[src/rtl/fetch_if.sv]
// Instruction-memory read port: request/address out, acknowledge/data back.
// The master side is the fetch stage; the slave side is the memory.
interface fetch_if;
    localparam int unsigned AW = 32;
    localparam int unsigned DW = 32;

    logic          req;
    logic [AW-1:0] addr;
    logic          ack;
    logic [DW-1:0] rdata;

    modport master (output req, output addr, input ack, input rdata);
    modport slave  (input req, input addr, output ack, output rdata);
endinterface

[src/rtl/fetch.sv]
// MIPS instruction-fetch stage: owns the fetch PC, reads instruction memory over
// a req/ack port and loads the IF/ID register, honouring stalls and redirects.
module fetch #(
    parameter logic [31:0] RESET_PC = 32'h0000_0000,
    parameter logic [31:0] NOP      = 32'h0000_0000
) (
    input  logic        i_clk,
    input  logic        i_nrst,
    input  logic        i_con_stall,
    input  logic        i_con_ifbranch,
    input  logic [31:0] i_addr_pcadd,
    input  logic        i_con_jump,
    input  logic [31:0] i_addr_jump,
    fetch_if.master     imem,
    output logic [31:0] o_addr_pc4,
    output logic [31:0] o_data_instr,
    output logic        o_valid
);
    localparam int unsigned AW = 32;

    typedef enum logic [1:0] {
        S_FETCH = 2'd0,
        S_HOLD  = 2'd1,
        S_KILL  = 2'd2
    } state_e;

    state_e        state_q, state_d;
    logic          req_q, req_d;
    logic [AW-1:0] pc_q, pc_d;
    logic [AW-1:0] tgt_q, tgt_d;
    logic [AW-1:0] buf_pc4_q, buf_pc4_d;
    logic [AW-1:0] buf_instr_q, buf_instr_d;
    logic [AW-1:0] pc4_q, pc4_d;
    logic [AW-1:0] instr_q, instr_d;
    logic          valid_q, valid_d;

    logic          ack;
    logic          redirect;
    logic [AW-1:0] pc_plus4;
    logic [AW-1:0] raw_target;
    logic [AW-1:0] target;

    // A response only counts while we are actually requesting.
    assign ack        = imem.ack & req_q;
    assign redirect   = valid_q & ~i_con_stall & (i_con_jump | i_con_ifbranch);
    assign pc_plus4   = pc_q + AW'(4);
    assign raw_target = i_con_jump ? i_addr_jump : i_addr_pcadd;
    assign target     = {raw_target[AW-1:2], 2'b00};

    always_comb begin
        state_d     = state_q;
        pc_d        = pc_q;
        tgt_d       = tgt_q;
        buf_pc4_d   = buf_pc4_q;
        buf_instr_d = buf_instr_q;
        pc4_d       = pc4_q;
        instr_d     = instr_q;
        valid_d     = valid_q;

        unique case (state_q)
            S_FETCH: begin
                if (ack) begin
                    if (redirect) begin
                        pc_d    = target;
                        instr_d = NOP;
                        valid_d = 1'b0;
                    end else if (i_con_stall) begin
                        buf_pc4_d   = pc_plus4;
                        buf_instr_d = imem.rdata;
                        pc_d        = pc_plus4;
                        state_d     = S_HOLD;
                    end else begin
                        pc4_d   = pc_plus4;
                        instr_d = imem.rdata;
                        valid_d = 1'b1;
                        pc_d    = pc_plus4;
                    end
                end else if (redirect) begin
                    // Wrong-path read still in flight: remember where to go once it lands.
                    tgt_d   = target;
                    instr_d = NOP;
                    valid_d = 1'b0;
                    state_d = S_KILL;
                end else if (!i_con_stall) begin
                    instr_d = NOP;
                    valid_d = 1'b0;
                end
            end
            S_HOLD: begin
                if (i_con_stall) begin
                    state_d = S_HOLD;
                end else if (redirect) begin
                    pc_d    = target;
                    instr_d = NOP;
                    valid_d = 1'b0;
                    state_d = S_FETCH;
                end else begin
                    pc4_d   = buf_pc4_q;
                    instr_d = buf_instr_q;
                    valid_d = 1'b1;
                    state_d = S_FETCH;
                end
            end
            S_KILL: begin
                if (ack) begin
                    pc_d    = tgt_q;
                    state_d = S_FETCH;
                end
            end
            default: begin
                state_d = S_FETCH;
            end
        endcase
    end

    // Request is registered so it is low throughout reset.
    assign req_d = (state_d != S_HOLD);

    always_ff @(posedge i_clk or negedge i_nrst) begin
        if (!i_nrst) begin
            state_q     <= S_FETCH;
            req_q       <= 1'b0;
            pc_q        <= RESET_PC;
            tgt_q       <= '0;
            buf_pc4_q   <= '0;
            buf_instr_q <= '0;
            pc4_q       <= '0;
            instr_q     <= NOP;
            valid_q     <= 1'b0;
        end else begin
            state_q     <= state_d;
            req_q       <= req_d;
            pc_q        <= pc_d;
            tgt_q       <= tgt_d;
            buf_pc4_q   <= buf_pc4_d;
            buf_instr_q <= buf_instr_d;
            pc4_q       <= pc4_d;
            instr_q     <= instr_d;
            valid_q     <= valid_d;
        end
    end

    assign imem.req     = req_q;
    assign imem.addr    = pc_q;
    assign o_addr_pc4   = pc4_q;
    assign o_data_instr = instr_q;
    assign o_valid      = valid_q;
endmodule

[src/flat_wrapper.sv]
// flat-port wrapper written by rule: the top's interface ports become plain ports
module fetch_flat 
#(
    parameter logic [31:0] RESET_PC = 32'h0000_0000,
    parameter logic [31:0] NOP      = 32'h0000_0000
)
  (i_clk, i_nrst, i_con_stall, i_con_ifbranch, i_addr_pcadd, i_con_jump, i_addr_jump, o_addr_pc4, o_data_instr, o_valid, imem_req, imem_addr, imem_ack, imem_rdata);
  fetch_if imem_i ();
  input  logic i_clk;
  input  logic i_nrst;
  input  logic i_con_stall;
  input  logic i_con_ifbranch;
  input  logic [31:0] i_addr_pcadd;
  input  logic i_con_jump;
  input  logic [31:0] i_addr_jump;
  output logic [31:0] o_addr_pc4;
  output logic [31:0] o_data_instr;
  output logic o_valid;
  output wire logic [$bits(imem_i.req)-1:0] imem_req;
  output wire logic [$bits(imem_i.addr)-1:0] imem_addr;
  input wire logic [$bits(imem_i.ack)-1:0] imem_ack;
  input wire logic [$bits(imem_i.rdata)-1:0] imem_rdata;
  assign imem_req = imem_i.req;
  assign imem_addr = imem_i.addr;
  assign imem_i.ack = imem_ack;
  assign imem_i.rdata = imem_rdata;
  fetch #(.RESET_PC(RESET_PC), .NOP(NOP)) u_core (.i_clk(i_clk), .i_nrst(i_nrst), .i_con_stall(i_con_stall), .i_con_ifbranch(i_con_ifbranch), .i_addr_pcadd(i_addr_pcadd), .i_con_jump(i_con_jump), .i_addr_jump(i_addr_jump), .imem(imem_i), .o_addr_pc4(o_addr_pc4), .o_data_instr(o_data_instr), .o_valid(o_valid));
endmodule
[config.mk]
export PLATFORM = sky130hd
export DESIGN_NAME = fetch_flat
export DESIGN_NICKNAME = d
export VERILOG_FILES = /design/src/rtl/fetch_if.sv /design/src/rtl/fetch.sv /design/src/flat_wrapper.sv
export SDC_FILE = /design/constraint.sdc
export NUM_CORES = 1
export LEC_CHECK = 0
export CORE_UTILIZATION = 38
export CTS_BUF_LIST = sky130_fd_sc_hd__clkbuf_4 sky130_fd_sc_hd__clkbuf_8 sky130_fd_sc_hd__clkbuf_16
export DETAILED_ROUTE_END_ITERATION = 6
export PLACE_DENSITY_LB_ADDON = 0.08
export SKIP_CTS_REPAIR_TIMING = 1
export SLEW_MARGIN = 20
export SYNTH_ARGS = -nofsm -noshare
export SYNTH_HDL_FRONTEND = slang
export SYNTH_SLANG_ARGS = --single-unit
[constraint.sdc]
create_clock -name i_clk -period 5.45 [get_ports i_clk]
set_input_delay 0.545 -clock i_clk [delete_from_list [all_inputs] [get_ports i_clk]]
set_output_delay 0.545 -clock i_clk [all_outputs]
set_load 0.01 [all_outputs]
Fig. 1: run 1, routed clock nets over the placement
Scale bar: 50 µm.
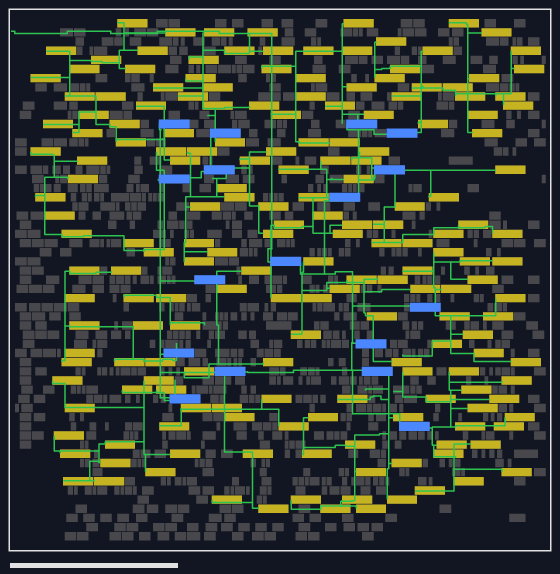
Key: clock-net drivers = blue [count 17]; flip-flops = yellow [count 188]; clock wires = green [length 2590 µm]
Position of the flops: widely spread. There are 18 routed clock nets.

Fig. 2: run 1, logic cells by family
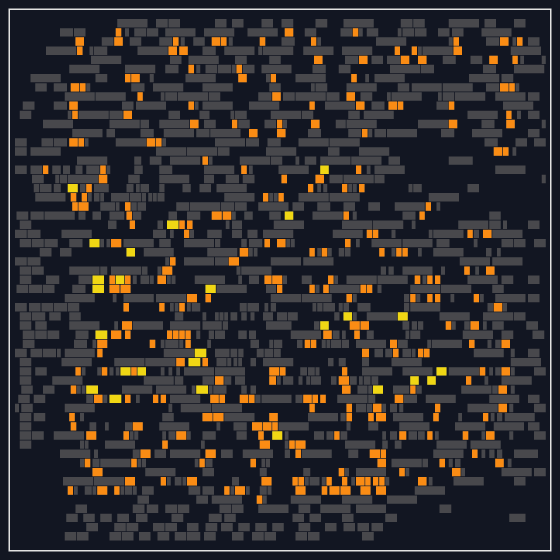
Key: aoi and oai cells = orange [cells 269, where widely spread]; non-inverting ao/oa cells = yellow [cells 26]

==> results_dict.tcl, run 1 <==
# place-and-route summary
set metrics [dict create \
    cp-endpoint "u_core.imem.addr[22]$_DFFE_PN0P_" \
    drive_above_1_share_pct 10.6 \
    fillerInstances 2319 \
    n_all_buffers 209 \
    clk_pin_slew_ns 0.08 \
    pwr-share-comb_pct 49.1 \
    intPower_uw 4430 \
    setup_viol 0 \
    pg_comb_uw 3740 \
    flops 188 \
    crit_top_cell "inv_1" \
    core-area_um2 24500 \
    synthArstFlopShare_pct 100 \
    antenna_found_initial 0 \
    sh_seq_area_pct 38.4 \
    status "finished clean" \
    postLayoutCellArea_um2 12300 \
    seq-power_uw 2650 \
    hold_violations 0 \
    bufAreaShareNonClock_pct 16.9 \
    r2r_start "u_core.state_q[1]$_DFF_PN0_" \
    relSlewSlack_pct 27.5 \
    slew_violations 0 \
    hpwl_um 18200 \
    critPathMaxFanout 35 \
    inverters_excl_clock 18 \
    synthXorXnorAreaFrac_pct 1.75 \
    simple_gate_share_pct 14.6 \
    comb_share_pct 36.2 \
    vias 8006 \
    drt_pass1_iterations 5 \
    ir_drop_uv 292 \
    timing.final.crit_share_pct 58.7 \
    grt_pass1_wl_um 43200 \
    initCoreUtil_pct 38.9 \
    worstMarginPinSlew_ns 1.09 \
    lay_top_cells "189 x clkdlybuf4s50_1, 188 x dfrtp_1, 103 x nand2_1, 87 x a21oi_1, 82 x nor2_1" \
    overflow 0 \
    ys_sh_adder_pct 0.657 \
    max_freq_ghz 0.313 \
    die_x_um 160 \
    cpPeakStageDelay_ns 0.93 \
    logic_gates 705 \
    drv_cap 0 \
]
Fig. 3: run 1, the clock network
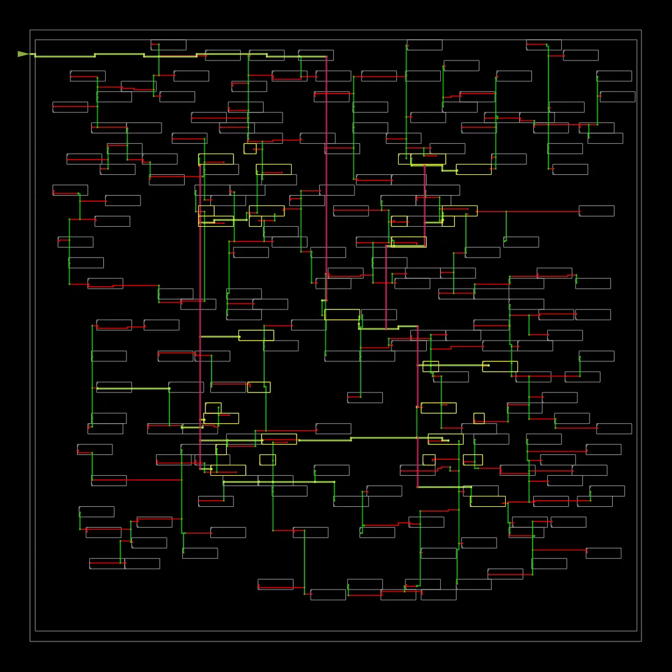
P_clk: 1230 µW
clkbuf count: 18
clk latency late pin: 0.44 ns

Fig. 4: run 1, wires at chosen ports, followed through buffers
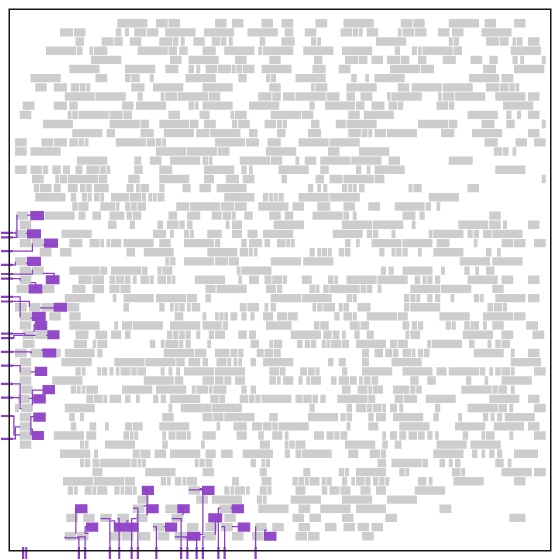
Key: i_addr_pcadd = purple [bits 32, direction input, edge 16 south, 16 west, end cells 30, buffers 30, wire 327 µm]

==> inputs of run 2 (changes only) <==
==> constraint.sdc (replaced) <==
create_clock -name i_clk -period 3 [get_ports i_clk]
set_input_delay 0.3 -clock i_clk [delete_from_list [all_inputs] [get_ports i_clk]]
set_output_delay 0.3 -clock i_clk [all_outputs]
set_load 0.01 [all_outputs]
Fig. 5: run 2, wires at chosen ports, followed through buffers
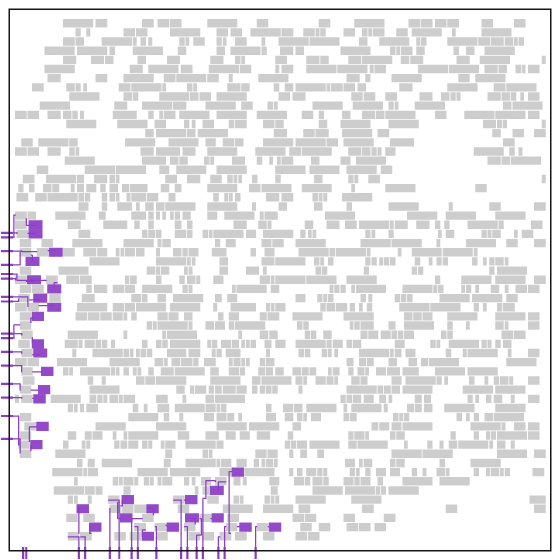
Key: i_addr_pcadd = purple [bits 32, direction input, edge 16 south, 16 west, end cells 30, buffers 30, wire 338 µm]
Top Ports: 200
Port Buffers: 191

==> run 2 against run 1 <==
Effect of this change: power up 83%; clock power rose by about 80%; routed wire length rose by 0.44%; critical path depth is 3 lower; non-clock buffer count is 13 higher; clock skew rose by 0.0012 ns; sequential share of layout area is 0.41 points lower; first-iteration DRC count shrank 16%; die area stayed put; via count increased by 0.49%; global-route usage increased by 0.17 points; final cell count increased by 0.88%.
==> results_dict.tcl, run 2 <==
# place-and-route summary
set metrics [dict create \
    bufAreaShareNonClock_pct 17.8 \
    synthXorXnorAreaFrac_pct 1.75 \
    max_freq_ghz 0.398 \
    postLayoutCellArea_um2 12400 \
    logic_gates 705 \
    relSlewSlack_pct 52.0 \
    lay_top_cells "189 x clkdlybuf4s50_1, 188 x dfrtp_1, 103 x nand2_1, 87 x a21oi_1, 82 x nor2_1" \
    core-area_um2 24500 \
    intPower_uw 8170 \
    vias 8045 \
    clk_pin_slew_ns 0.07 \
    pwr-share-comb_pct 49.9 \
    drt_pass1_iterations 5 \
    drv_cap 0 \
    hold_violations 0 \
    grt_pass1_wl_um 43200 \
    n_all_buffers 222 \
    status "finished clean" \
    seq-power_uw 4800 \
    overflow 0 \
    drive_above_1_share_pct 11.4 \
    initCoreUtil_pct 38.9 \
    cp-endpoint "u_core.imem.addr[29]$_DFFE_PN0P_" \
    worstMarginPinSlew_ns 0.721 \
    timing.final.crit_share_pct 83.8 \
    synthArstFlopShare_pct 100 \
    setup_viol 0 \
    pg_comb_uw 6980 \
    slew_violations 0 \
    simple_gate_share_pct 14.6 \
    ys_area_um2 9530 \
    ys_sh_adder_pct 0.657 \
    critPathMaxFanout 14 \
    comb_share_pct 35.8 \
    r2r_start "u_core.imem.addr[4]$_DFFE_PN0P_" \
    inverters_excl_clock 18 \
    clkbuf_count 18 \
    die_x_um 160 \
    hpwl_um 18900 \
    antenna_found_initial 0 \
]
Fig. 6: run 2, the clock network
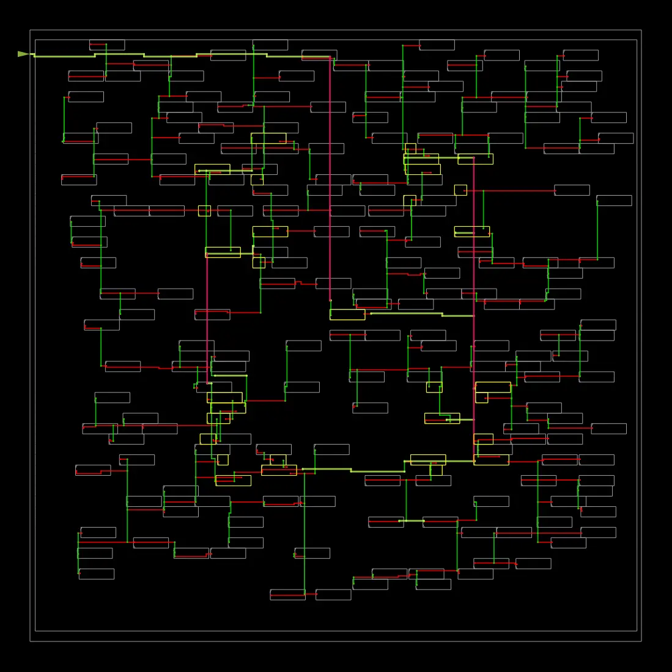
Worst Skew: 0.0128 ns
number of sequential cells: 188
P_clk: 2210 µW
TritonCTS Sinks: 188

Power is estimated from default activity; no workload was simulated.
